$ cat config.mk
export PLATFORM = sky130hd
export DESIGN_NAME = fft_pt_dispatch_flat
export DESIGN_NICKNAME = d
export VERILOG_FILES = /design/src/rtl/fft_pt_dispatch_if.sv /design/src/rtl/fft_pt_dispatch.sv /design/src/flat_wrapper.sv
export SDC_FILE = /design/constraint.sdc
export NUM_CORES = 1
export LEC_CHECK = 0
export CORE_ASPECT_RATIO = 1.1
export CORE_MARGIN = 2
export CORE_UTILIZATION = 35
export DETAILED_ROUTE_END_ITERATION = 10
export SYNTH_ARGS = -nofsm -noshare
export SYNTH_HDL_FRONTEND = slang
export SYNTH_SLANG_ARGS = --single-unit
export TNS_END_PERCENT = 20
$ cat constraint.sdc
create_clock -name clk -period 14.4 [get_ports clk]
set_input_delay 2.88 -clock clk [delete_from_list [all_inputs] [get_ports clk]]
set_output_delay 2.88 -clock clk [all_outputs]
set_load 0.01 [all_outputs]
$ cat src/rtl/fft_pt_dispatch_if.sv
// Handshake bundle between the ring node (group side), the dispatcher and the FFT engine (beat side).
interface fft_pt_dispatch_if #(
  parameter int unsigned NNNODES = 32'd16
) ();
  localparam int unsigned PDEPTH = $clog2(NNNODES) - 1;
  localparam int unsigned SW     = (PDEPTH > 1) ? $clog2(PDEPTH) : 1;

  logic                  grp_valid;
  logic                  grp_ready;
  logic [PDEPTH*64-1:0]  grp_data;
  logic                  out_valid;
  logic                  out_ready;
  logic [SW-1:0]         out_stage;
  logic [31:0]           out_partner_id;
  logic [31:0]           out_fft_pt;
  logic                  out_last;

  modport master (
    output grp_valid, grp_data, out_ready,
    input  grp_ready, out_valid, out_stage, out_partner_id, out_fft_pt, out_last
  );

  modport slave (
    input  grp_valid, grp_data, out_ready,
    output grp_ready, out_valid, out_stage, out_partner_id, out_fft_pt, out_last
  );
endinterface

$ cat src/rtl/fft_pt_dispatch.sv
// Point-group dispatcher: queues butterfly-partner groups from the ring node and streams them
// one partner per beat to the local FFT engine, flagging inconsistent or out-of-order groups.
module fft_pt_dispatch #(
  parameter int unsigned NNNODES = 32'd16,
  parameter int unsigned NODEID  = 32'd0,
  parameter int unsigned QDEPTH  = 32'd4
) (
  input  logic              clk,
  input  logic              rstn,
  fft_pt_dispatch_if.slave  bus,
  output logic [31:0]       grp_done_cnt,
  output logic [15:0]       drop_cnt,
  output logic              err_mismatch,
  output logic              err_order
);
  localparam int unsigned PDEPTH = $clog2(NNNODES) - 1;
  localparam int unsigned SW     = (PDEPTH > 1) ? $clog2(PDEPTH) : 1;
  localparam int unsigned GW     = PDEPTH * 64;
  localparam int unsigned PW     = $clog2(QDEPTH);
  localparam int unsigned CW     = PW + 1;
  localparam logic [SW-1:0] LAST_STAGE = SW'(PDEPTH - 1);

  if (NNNODES < 4 || QDEPTH < 2 || (QDEPTH & (QDEPTH - 1)) != 0) begin : g_bad_param
    $error("fft_pt_dispatch node %0d: illegal NNNODES/QDEPTH", NODEID);
  end

  typedef enum logic [1:0] {IDLE, LOAD, SEND} state_e;

  state_e          state_q, state_d;
  logic [GW-1:0]   mem_q [QDEPTH];
  logic [GW-1:0]   mem_d [QDEPTH];
  logic [PW-1:0]   wr_ptr_q, wr_ptr_d;
  logic [PW-1:0]   rd_ptr_q, rd_ptr_d;
  logic [CW-1:0]   count_q, count_d;
  logic [GW-1:0]   work_q, work_d;
  logic [SW-1:0]   stage_q, stage_d;
  logic            out_valid_q, out_valid_d;
  logic            out_last_q, out_last_d;
  logic [31:0]     out_partner_q, out_partner_d;
  logic [31:0]     out_pt_q, out_pt_d;
  logic [31:0]     exp_pt_q, exp_pt_d;
  logic [31:0]     done_cnt_q, done_cnt_d;
  logic [15:0]     drop_cnt_q, drop_cnt_d;
  logic            err_mis_q, err_mis_d;
  logic            err_ord_q, err_ord_d;

  logic            accept;
  logic            mismatch;
  logic            push;
  logic            pop;
  logic [63:0]     next_entry;

  function automatic logic [63:0] entry_at(input logic [GW-1:0] g, input logic [SW-1:0] idx);
    return g[64*int'(idx) +: 64];
  endfunction

  // Ready depends only on stored occupancy; a pop in the same cycle does not open a slot.
  assign bus.grp_ready = rstn & (count_q != CW'(QDEPTH));
  assign accept        = bus.grp_valid & bus.grp_ready;

  // Input side: consistency/order checks and FIFO bookkeeping.
  always_comb begin
    mismatch   = 1'b0;
    push       = 1'b0;
    mem_d      = mem_q;
    wr_ptr_d   = wr_ptr_q;
    count_d    = count_q;
    exp_pt_d   = exp_pt_q;
    drop_cnt_d = drop_cnt_q;
    err_mis_d  = err_mis_q;
    err_ord_d  = err_ord_q;

    for (int i = 1; i < int'(PDEPTH); i++) begin
      if (bus.grp_data[64*i +: 32] != bus.grp_data[31:0]) mismatch = 1'b1;
    end

    if (accept) begin
      if (mismatch) begin
        err_mis_d = 1'b1;
        if (drop_cnt_q != 16'hFFFF) drop_cnt_d = drop_cnt_q + 16'd1;
      end else begin
        push = 1'b1;
        if (bus.grp_data[31:0] != exp_pt_q) err_ord_d = 1'b1;
        exp_pt_d = bus.grp_data[31:0] + 32'd1;
      end
    end

    if (push) begin
      mem_d[wr_ptr_q] = bus.grp_data;
      wr_ptr_d        = wr_ptr_q + PW'(1);
    end

    if (push && !pop)      count_d = count_q + CW'(1);
    else if (!push && pop) count_d = count_q - CW'(1);
  end

  // Dispatch FSM: IDLE waits for a group, LOAD pops it, SEND streams one partner per beat.
  always_comb begin
    state_d       = state_q;
    rd_ptr_d      = rd_ptr_q;
    work_d        = work_q;
    stage_d       = stage_q;
    out_valid_d   = out_valid_q;
    out_last_d    = out_last_q;
    out_partner_d = out_partner_q;
    out_pt_d      = out_pt_q;
    done_cnt_d    = done_cnt_q;
    pop           = 1'b0;
    next_entry    = '0;

    case (state_q)
      IDLE: begin
        if (count_q != '0) state_d = LOAD;
      end
      LOAD: begin
        pop           = 1'b1;
        rd_ptr_d      = rd_ptr_q + PW'(1);
        work_d        = mem_q[rd_ptr_q];
        stage_d       = '0;
        out_valid_d   = 1'b1;
        out_partner_d = mem_q[rd_ptr_q][63:32];
        out_pt_d      = mem_q[rd_ptr_q][31:0];
        out_last_d    = (PDEPTH == 1);
        state_d       = SEND;
      end
      SEND: begin
        if (bus.out_ready) begin
          if (stage_q == LAST_STAGE) begin
            done_cnt_d  = done_cnt_q + 32'd1;
            out_valid_d = 1'b0;
            out_last_d  = 1'b0;
            state_d     = (count_q != '0) ? LOAD : IDLE;
          end else begin
            stage_d       = stage_q + SW'(1);
            next_entry    = entry_at(work_q, stage_q + SW'(1));
            out_partner_d = next_entry[63:32];
            out_pt_d      = next_entry[31:0];
            out_last_d    = ((stage_q + SW'(1)) == LAST_STAGE);
          end
        end
      end
      default: state_d = IDLE;
    endcase
  end

  always_ff @(posedge clk) begin
    if (!rstn) begin
      state_q       <= IDLE;
      wr_ptr_q      <= '0;
      rd_ptr_q      <= '0;
      count_q       <= '0;
      work_q        <= '0;
      stage_q       <= '0;
      out_valid_q   <= 1'b0;
      out_last_q    <= 1'b0;
      out_partner_q <= '0;
      out_pt_q      <= '0;
      exp_pt_q      <= 32'd1;
      done_cnt_q    <= '0;
      drop_cnt_q    <= '0;
      err_mis_q     <= 1'b0;
      err_ord_q     <= 1'b0;
    end else begin
      state_q       <= state_d;
      wr_ptr_q      <= wr_ptr_d;
      rd_ptr_q      <= rd_ptr_d;
      count_q       <= count_d;
      work_q        <= work_d;
      stage_q       <= stage_d;
      out_valid_q   <= out_valid_d;
      out_last_q    <= out_last_d;
      out_partner_q <= out_partner_d;
      out_pt_q      <= out_pt_d;
      exp_pt_q      <= exp_pt_d;
      done_cnt_q    <= done_cnt_d;
      drop_cnt_q    <= drop_cnt_d;
      err_mis_q     <= err_mis_d;
      err_ord_q     <= err_ord_d;
    end
  end

  // Storage array needs no reset: occupancy is tracked by the pointers and count.
  always_ff @(posedge clk) begin
    mem_q <= mem_d;
  end

  assign bus.out_valid      = out_valid_q;
  assign bus.out_last       = out_last_q;
  assign bus.out_stage      = stage_q;
  assign bus.out_partner_id = out_partner_q;
  assign bus.out_fft_pt     = out_pt_q;
  assign grp_done_cnt       = done_cnt_q;
  assign drop_cnt           = drop_cnt_q;
  assign err_mismatch       = err_mis_q;
  assign err_order          = err_ord_q;
endmodule
$ cat src/flat_wrapper.sv
// flat-port wrapper written by rule: the top's interface ports become plain ports
module fft_pt_dispatch_flat 
#(
  parameter int unsigned NNNODES = 32'd16,
  parameter int unsigned NODEID  = 32'd0,
  parameter int unsigned QDEPTH  = 32'd4
)
  (clk, rstn, grp_done_cnt, drop_cnt, err_mismatch, err_order, bus_grp_valid, bus_grp_data, bus_out_ready, bus_grp_ready, bus_out_valid, bus_out_stage, bus_out_partner_id, bus_out_fft_pt, bus_out_last);
  fft_pt_dispatch_if #(.NNNODES(NNNODES)) bus_i ();
  input  logic clk;
  input  logic rstn;
  output logic [31:0] grp_done_cnt;
  output logic [15:0] drop_cnt;
  output logic err_mismatch;
  output logic err_order;
  input wire logic [$bits(bus_i.grp_valid)-1:0] bus_grp_valid;
  input wire logic [$bits(bus_i.grp_data)-1:0] bus_grp_data;
  input wire logic [$bits(bus_i.out_ready)-1:0] bus_out_ready;
  output wire logic [$bits(bus_i.grp_ready)-1:0] bus_grp_ready;
  output wire logic [$bits(bus_i.out_valid)-1:0] bus_out_valid;
  output wire logic [$bits(bus_i.out_stage)-1:0] bus_out_stage;
  output wire logic [$bits(bus_i.out_partner_id)-1:0] bus_out_partner_id;
  output wire logic [$bits(bus_i.out_fft_pt)-1:0] bus_out_fft_pt;
  output wire logic [$bits(bus_i.out_last)-1:0] bus_out_last;
  assign bus_i.grp_valid = bus_grp_valid;
  assign bus_i.grp_data = bus_grp_data;
  assign bus_i.out_ready = bus_out_ready;
  assign bus_grp_ready = bus_i.grp_ready;
  assign bus_out_valid = bus_i.out_valid;
  assign bus_out_stage = bus_i.out_stage;
  assign bus_out_partner_id = bus_i.out_partner_id;
  assign bus_out_fft_pt = bus_i.out_fft_pt;
  assign bus_out_last = bus_i.out_last;
  fft_pt_dispatch #(.NNNODES(NNNODES), .NODEID(NODEID), .QDEPTH(QDEPTH)) u_core (.clk(clk), .rstn(rstn), .bus(bus_i), .grp_done_cnt(grp_done_cnt), .drop_cnt(drop_cnt), .err_mismatch(err_mismatch), .err_order(err_order));
endmodule
### Close-up of the layout, run 1

Window x 243 to 273, y 79 to 109 µm. Cells in gray, sequential cells in the stronger gray; small squares are vias.
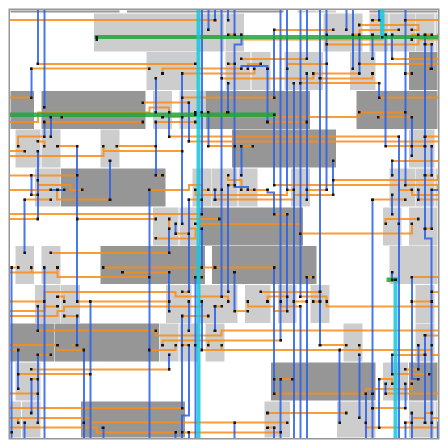
Key: M1 = orange; M3 = green; M4 = cyan; M2 = blue
Most frequent: nand2_1 (15), a21oi_1 (11), dfxtp_1 (11). Netlist names of flops here include u_core.work_q (8), u_core.bus.out_partner_id (3). Sequential cells in the window: 11. 60 logic cells have their middle in the window.

### Where the registers sit, run 1

The bar under the picture is 100 µm long.
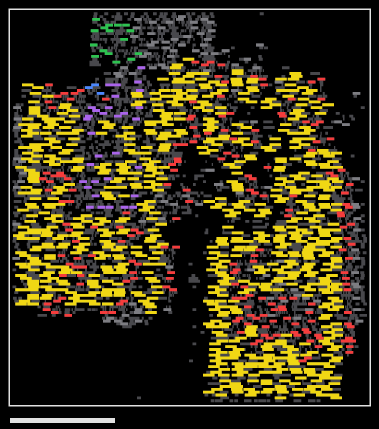
Key: u_core.mem_q = yellow [flops 768, where spread over the die]; u_core.work_q = red [flops 192]; u_core.drop_cnt = green [flops 16, where upper left]; u_core.count_q = blue [flops 3]; u_core.exp_pt_q = purple [flops 32]
Another 108 sequential cells are not colored.

==> results.yml, run 1 <==
# flow metrics
power:
  finalPower_mw: 8.41
  p_int_mw: 6.04
  power_leader: "registers"
  ir_worst_vdd_mv: 0.170
floorplanning:
  fp_util: 0.351
  die_y_um: 378
global_routing:
  use_met3: 0.0394
  grt_start_max_net_pins: 171
critical_path:
  r2r-start: "u_core.bus.out_stage[0]$_SDFFE_PN0P_"
  critPathLaunch: "bus_grp_data[28]"
  crit_required_ps: 14720
placed_design:
  placed_cells: 4911
  place_congestion: 0.765
synthesis:
  yosys.area_share.adder: 0.00327
  synth_area_um2: 44400
  synthArstFlopShare: 0
  yosysUniqueCellTypes: 59
  postSynthAreaPerCell_um2: 14.3
  simple_gate_area_frac: 0.0825
status:
  status: "completed"
drt:
  wl_met2_um: 58600
  wl_met1_um: 49500
  wl_per_cell_um: 23.0
cts:
  cts-hold-fix-buffers: 0
  cts_root_buf: "clkbuf_16"
finish:
  nNetsFinal: 3568
final_timing:
  fmax_ghz: 0.125
### Clock routing, run 1

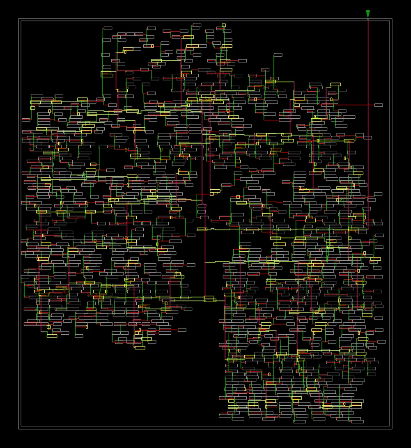
clk ins delay skew pair: 760 ps
Clock Power: 3.05 mW
cts bufs inserted: 116

==> run 1: sequential cells by signal, indices dropped and copies added (netlist names) <==
name                       flops
u_core.exp_pt_q               32
u_core.work_q                192
u_core.mem_q                 768
u_core.drop_cnt               16
u_core.state_q                 2
u_core.bus.out_last            1
u_core.bus.out_valid           1
u_core.err_mismatch            1
u_core.bus.out_partner_id     32
u_core.bus.out_fft_pt         32
u_core.bus.out_stage           2
u_core.rd_ptr_q                2
u_core.count_q                 3
u_core.grp_done_cnt           32
u_core.err_order               1
u_core.wr_ptr_q                2
==> run 1: worst max-delay path, cell delays in order <==
cell	delay, ps
clkdlybuf4s50_1	640
xnor2_1	510
o211ai_1	220
nor4_2	760
and4_4	900
and3_4	620
buf_4	760
buf_4	860
==> run 1: Yosys cell counts (all sizes together), types with 4 or more instances <==
master	n	area share
a211oi	27	0.0074
nor4	13	0.0030
and2	8	0.0011
or3	7	0.00099
o41ai	5	0.00099
buf	104	0.015
clkbuf	111	0.0096
nand2	494	0.042
mux2i	76	0.017
nand2b	8	0.0011
nor3	21	0.0024
a21oi	299	0.036
inv	15	0.0013
mux4	192	0.097
edfxtp	768	0.52
ha	10	0.0028
o211ai	65	0.011
xor2	33	0.0065
o21ai	75	0.0085
nor2	178	0.015
o311ai	5	0.0012
nand4	43	0.0070
and3	24	0.0034
dfxtp	351	0.16
nand3	31	0.0035
xnor2	109	0.022
or4	4	0.00093
and4	5	0.0010
==> run 1: layout make-up <==
type	count	area (µm²)
Fill cell	11500	73400
Sequential cell	1119	30100
Multi-Input combinational cell	1756	13200
Timing Repair Buffer	353	3490
Clock buffer	167	3270
Tap cell	1668	2090
Clock inverter	54	666
Inverter	15	68.8
Antenna cell	9	22.5
## Run 2: what changed since run 1
clock period = 7.2 ns   (was 14.4 ns; I/O delays follow)
### Where the registers sit, run 2

The bar under the picture is 100 µm long.
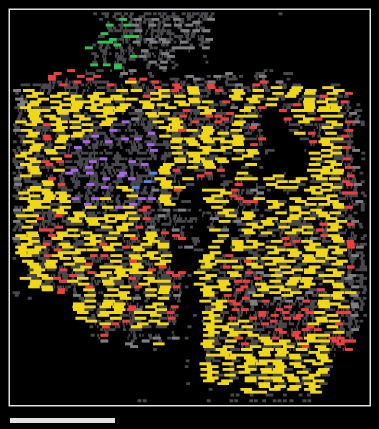
Key: u_core.count_q = blue [flops 3]; u_core.mem_q = yellow [flops 768, where spread over the die]; u_core.work_q = red [flops 192, where spread over the die]; u_core.drop_cnt = green [flops 16]; u_core.exp_pt_q = purple [flops 32, where middle left]

==> run 2 against run 1 <==
Sequential power grew 99%; clock skew grew 2.2 ps; worst hold slack improved by 0.60 ps; final area increased by 0.77%; routed wire length increased by 0.73%; largest cell class unchanged; critical path type is now primary input to output port; count of clock-buffer cells in the layout is 20 lower; sequential cell count is the same.
==> results.yml, run 2 <==
# flow metrics
final_timing:
  fmax_ghz: 0.193
synthesis:
  largest_area_cell: "edfxtp_1"
  synthArstFlopShare: 0
  yosys.area_share.adder: 0.00327
  postSynthAreaPerCell_um2: 14.3
  synthTopCellsByCount: "768 x edfxtp_1, 494 x nand2_1, 351 x dfxtp_1"
  yosys.area.top_type_share: 0.519
  synth_area_um2: 44400
  simple_gate_area_frac: 0.0825
finish:
  largest_register_ffs: 768
  nNetsFinal: 3583
  top_register: "u_core.mem_q"
drt:
  wl_per_cell_um: 23.1
  wl_met1_um: 49800
  wl_met2_um: 58700
placed_design:
  place_congestion: 0.799
  placed_cells: 4928
cts:
  cts-hold-fix-buffers: 0
  clock_latency_ps: 770
  cts_made_buffers: 114
  cts_root_buf: "clkbuf_16"
status:
  status: "completed"
power:
  ir_worst_vdd_mv: 0.397
  finalPower_mw: 16.8
critical_path:
  cpMostUsedCell: "clkdlybuf4s50_1"
  cpPeakStageDelay_ps: 630
  worstPathCellList: "clkdlybuf4s50_1 > buf_4 > inv_8 > a21oi_1 > clkdlybuf4s50_1"
  crit_required_ps: 5760
  worst-path-buf-inv: 4
floorplanning:
  fp_util: 0.351
### Clock network drawn from the DEF, run 2

The bar under the picture is 100 µm long.
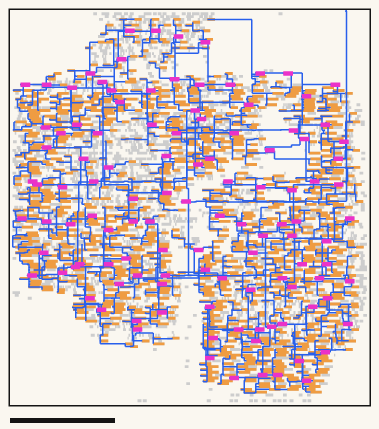
Key: clock-net drivers = magenta [count 114]; flip-flops = orange [count 1119]; clock wires = blue [length 13700 µm]
There are 115 routed clock nets. Position of the flops: spread over the die.
Clock Power Share: 0.361
Clock Power: 6.08 mW

run 2: cell counts after synthesis:
Identical to the previous run, type by type.
run 2: report_power, final:
part           internal (mW)  switching (mW)  total [mW]
sequential              7.25           0.269        7.52
combinational           1.33            1.90        3.23
clock                   3.50            2.58        6.08
total                   12.1            4.75        16.8
run 2: cell type report:
type                       instances  area (µm²)
clock inverter                    69         835
clock buffer                     147        3070
multi-input combinational       1756       13200
sequential                      1119       30100
tap                             1668        2090
timing repair buffer             370        3930
antenna                            7        17.5
inverter                          15        68.8
fill                           11500       73000
run 2: worst paths after layout:
kind / from / to / slack [ps] / depth (start not counted)
hold / removal: u_core.work_q[12]$_SDFFE_PN0P_ / u_core.work_q[12]$_SDFFE_PN0P_ / 450 / 2
hold reg to reg: u_core.work_q[12]$_SDFFE_PN0P_ / u_core.work_q[12]$_SDFFE_PN0P_ / 450 / 2
setup / recovery: rstn / bus_grp_ready / 2010 / 5
setup reg to reg: u_core.bus.out_stage[0]$_SDFFE_PN0P_ / u_core.bus.out_fft_pt[12]$_SDFFE_PN0P_ / 3820 / 8
run 2: cells by family (layout without fill, tap and decap cells):
family | Yosys count | in the layout
DFF | 1119 | 1119
adders and majority gates | 11 | 11
and+or+nand+nor | 841 | 841
AOI/OAI and AO/OA | 492 | 492
muxes | 270 | 270
buffers and inverters | 230 | 601
other | 0 | 7
xor gates and xnor gates | 142 | 142
run 2: worst reg2reg max path, delay by kind of cell, from the launching register on:
kind                     cells  cell delay (ps)
AND-OR/OR-AND                3              930
adder cells (fa/ha/maj)      1              340
buffers and inverters        2             1160
flip-flops                   1              320
AND/OR/NAND/NOR              2              570
run 2: per-stage QoR:
step                 util  hold WS [ps]
finish              0.422           454
global route        0.422           468
CTS                 0.422           455
detailed placement  0.391           446
global placement    0.391           440
floorplan               -           433
## Run 3: what changed since run 2
clock period = 4.6 ns   (was 7.2 ns; I/O delays follow)
### Close-up of the layout, run 3

Window x 243 to 273, y 79 to 109 µm. Cells in gray, sequential cells in the stronger gray; small squares are vias.
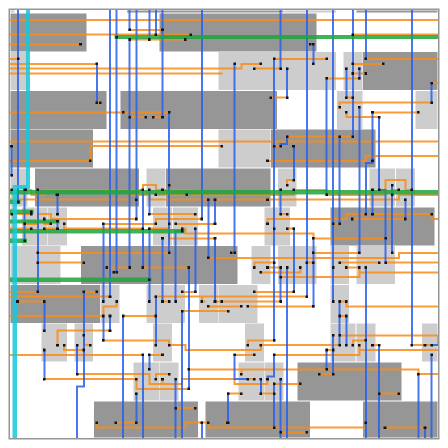
Key: M1 = orange; M4 = cyan; M2 = blue; M3 = green
Netlist names of flops here include u_core.bus.out_partner_id (6), u_core.work_q (5), u_core.mem_q (4). Sequential cells in the window: 15. 49 logic cells have their middle in the window. Most frequent: nand2_1 (13), dfxtp_1 (11), nor2_1 (6).

==> run 3 against run 2 <==
Highest routed layer unchanged; combinational power grew 61%; sequential cell count is the same; critical path type unchanged; global-route usage grew 0.34 points; core utilization grew 0.69 points.
==> results.yml, run 3 <==
# flow metrics
status:
  status: "completed"
synthesis:
  largest_area_cell: "edfxtp_1"
  postSynthAreaPerCell_um2: 14.3
  synth_area_um2: 44400
  synthTopCellsByCount: "768 x edfxtp_1, 494 x nand2_1, 351 x dfxtp_1"
  synthArstFlopShare: 0
  area_leaders: "edfxtp_1 52%, dfxtp_1 16%, mux4_2 9.7%"
power:
  pg_seq_mw: 11.8
  power_switching_mw: 7.62
  power_leader: "registers"
  sw_frac_of_total: 0.286
  finalPower_mw: 26.7
  ir_worst_vdd_mv: 0.381
  p_int_mw: 19.1
  powerComb_mw: 5.19
  seq_power_share: 0.443
finish:
  fillers: 11400
  largest_registers: "u_core.mem_q (768), u_core.work_q (192)"
  utilization: 0.429
placed_design:
  place_congestion: 0.824
floorplanning:
  die_y_um: 378
  fp_util: 0.351
final_timing:
  fmax_ghz: 0.283
cts:
  cts-hold-fix-buffers: 0
  cts_made_buffers: 117
global_routing:
  grt_start_max_net_pins: 173
### Clock network drawn from the DEF, run 3

The bar under the picture is 100 µm long.
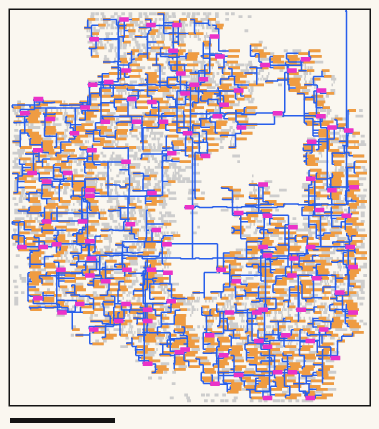
clock skew: 59.7 ps
Clock Power: 9.67 mW
Clock Power Share: 0.362

==> run 3: metal layers <==
metal	GRT usage	routed length, µm	vias to the layer above
li1	-	-	12300
met1	0.240	50200	13500
met2	0.300	58200	721
met3	0.0472	8730	201
met4	0.0633	3500	26
met5	0	146	-
==> run 3: kinds of logic (layout without fill, tap and decap cells) <==
group | count (synthesis) | after routing | synth area share
DFF | 1119 | 1119 | 0.678
and+or+nand+nor | 841 | 841 | 0.0825
adders and majority gates | 11 | 11 | 0.00327
other | 0 | 11 | 0
xor gates and xnor gates | 142 | 142 | 0.0280
buffers and inverters | 230 | 679 | 0.0261
AOI/OAI and AO/OA | 492 | 492 | 0.0674
muxes | 270 | 270 | 0.115
==> run 3: worst max-delay path, cell delays in order <==
cell and delay (ps):
clkdlybuf4s50_1 760, inv_8 40, a21oi_1 160, buf_4 180
clkdlybuf4s50_1 540
==> run 3: final timing paths <==
path                                        startpoint  cells past startpoint                                      to  slack, ps
setup / recovery                                  rstn                      5                           bus_grp_ready       1060
hold / removal         u_core.work_q[182]$_SDFFE_PN0P_                      2         u_core.work_q[182]$_SDFFE_PN0P_        450
setup reg to reg  u_core.bus.out_stage[0]$_SDFFE_PN0P_                      9  u_core.bus.out_fft_pt[11]$_SDFFE_PN0P_       1300
hold reg to reg        u_core.work_q[182]$_SDFFE_PN0P_                      2         u_core.work_q[182]$_SDFFE_PN0P_        450
==> run 3: final cells by class <==
class	count	area, µm²	share of cell area
Sequential cell	1119	30100	0.555
Multi-Input combinational cell	1756	13200	0.244
Timing Repair Buffer	440	4690	0.0866
Clock buffer	148	3210	0.0592
Tap cell	1668	2090	0.0385
Clock inverter	76	790	0.0146
Inverter	15	68.8	0.00127
Antenna cell	11	27.5	0.000508
No activity file was given, so power comes from the tool's default toggle rates.
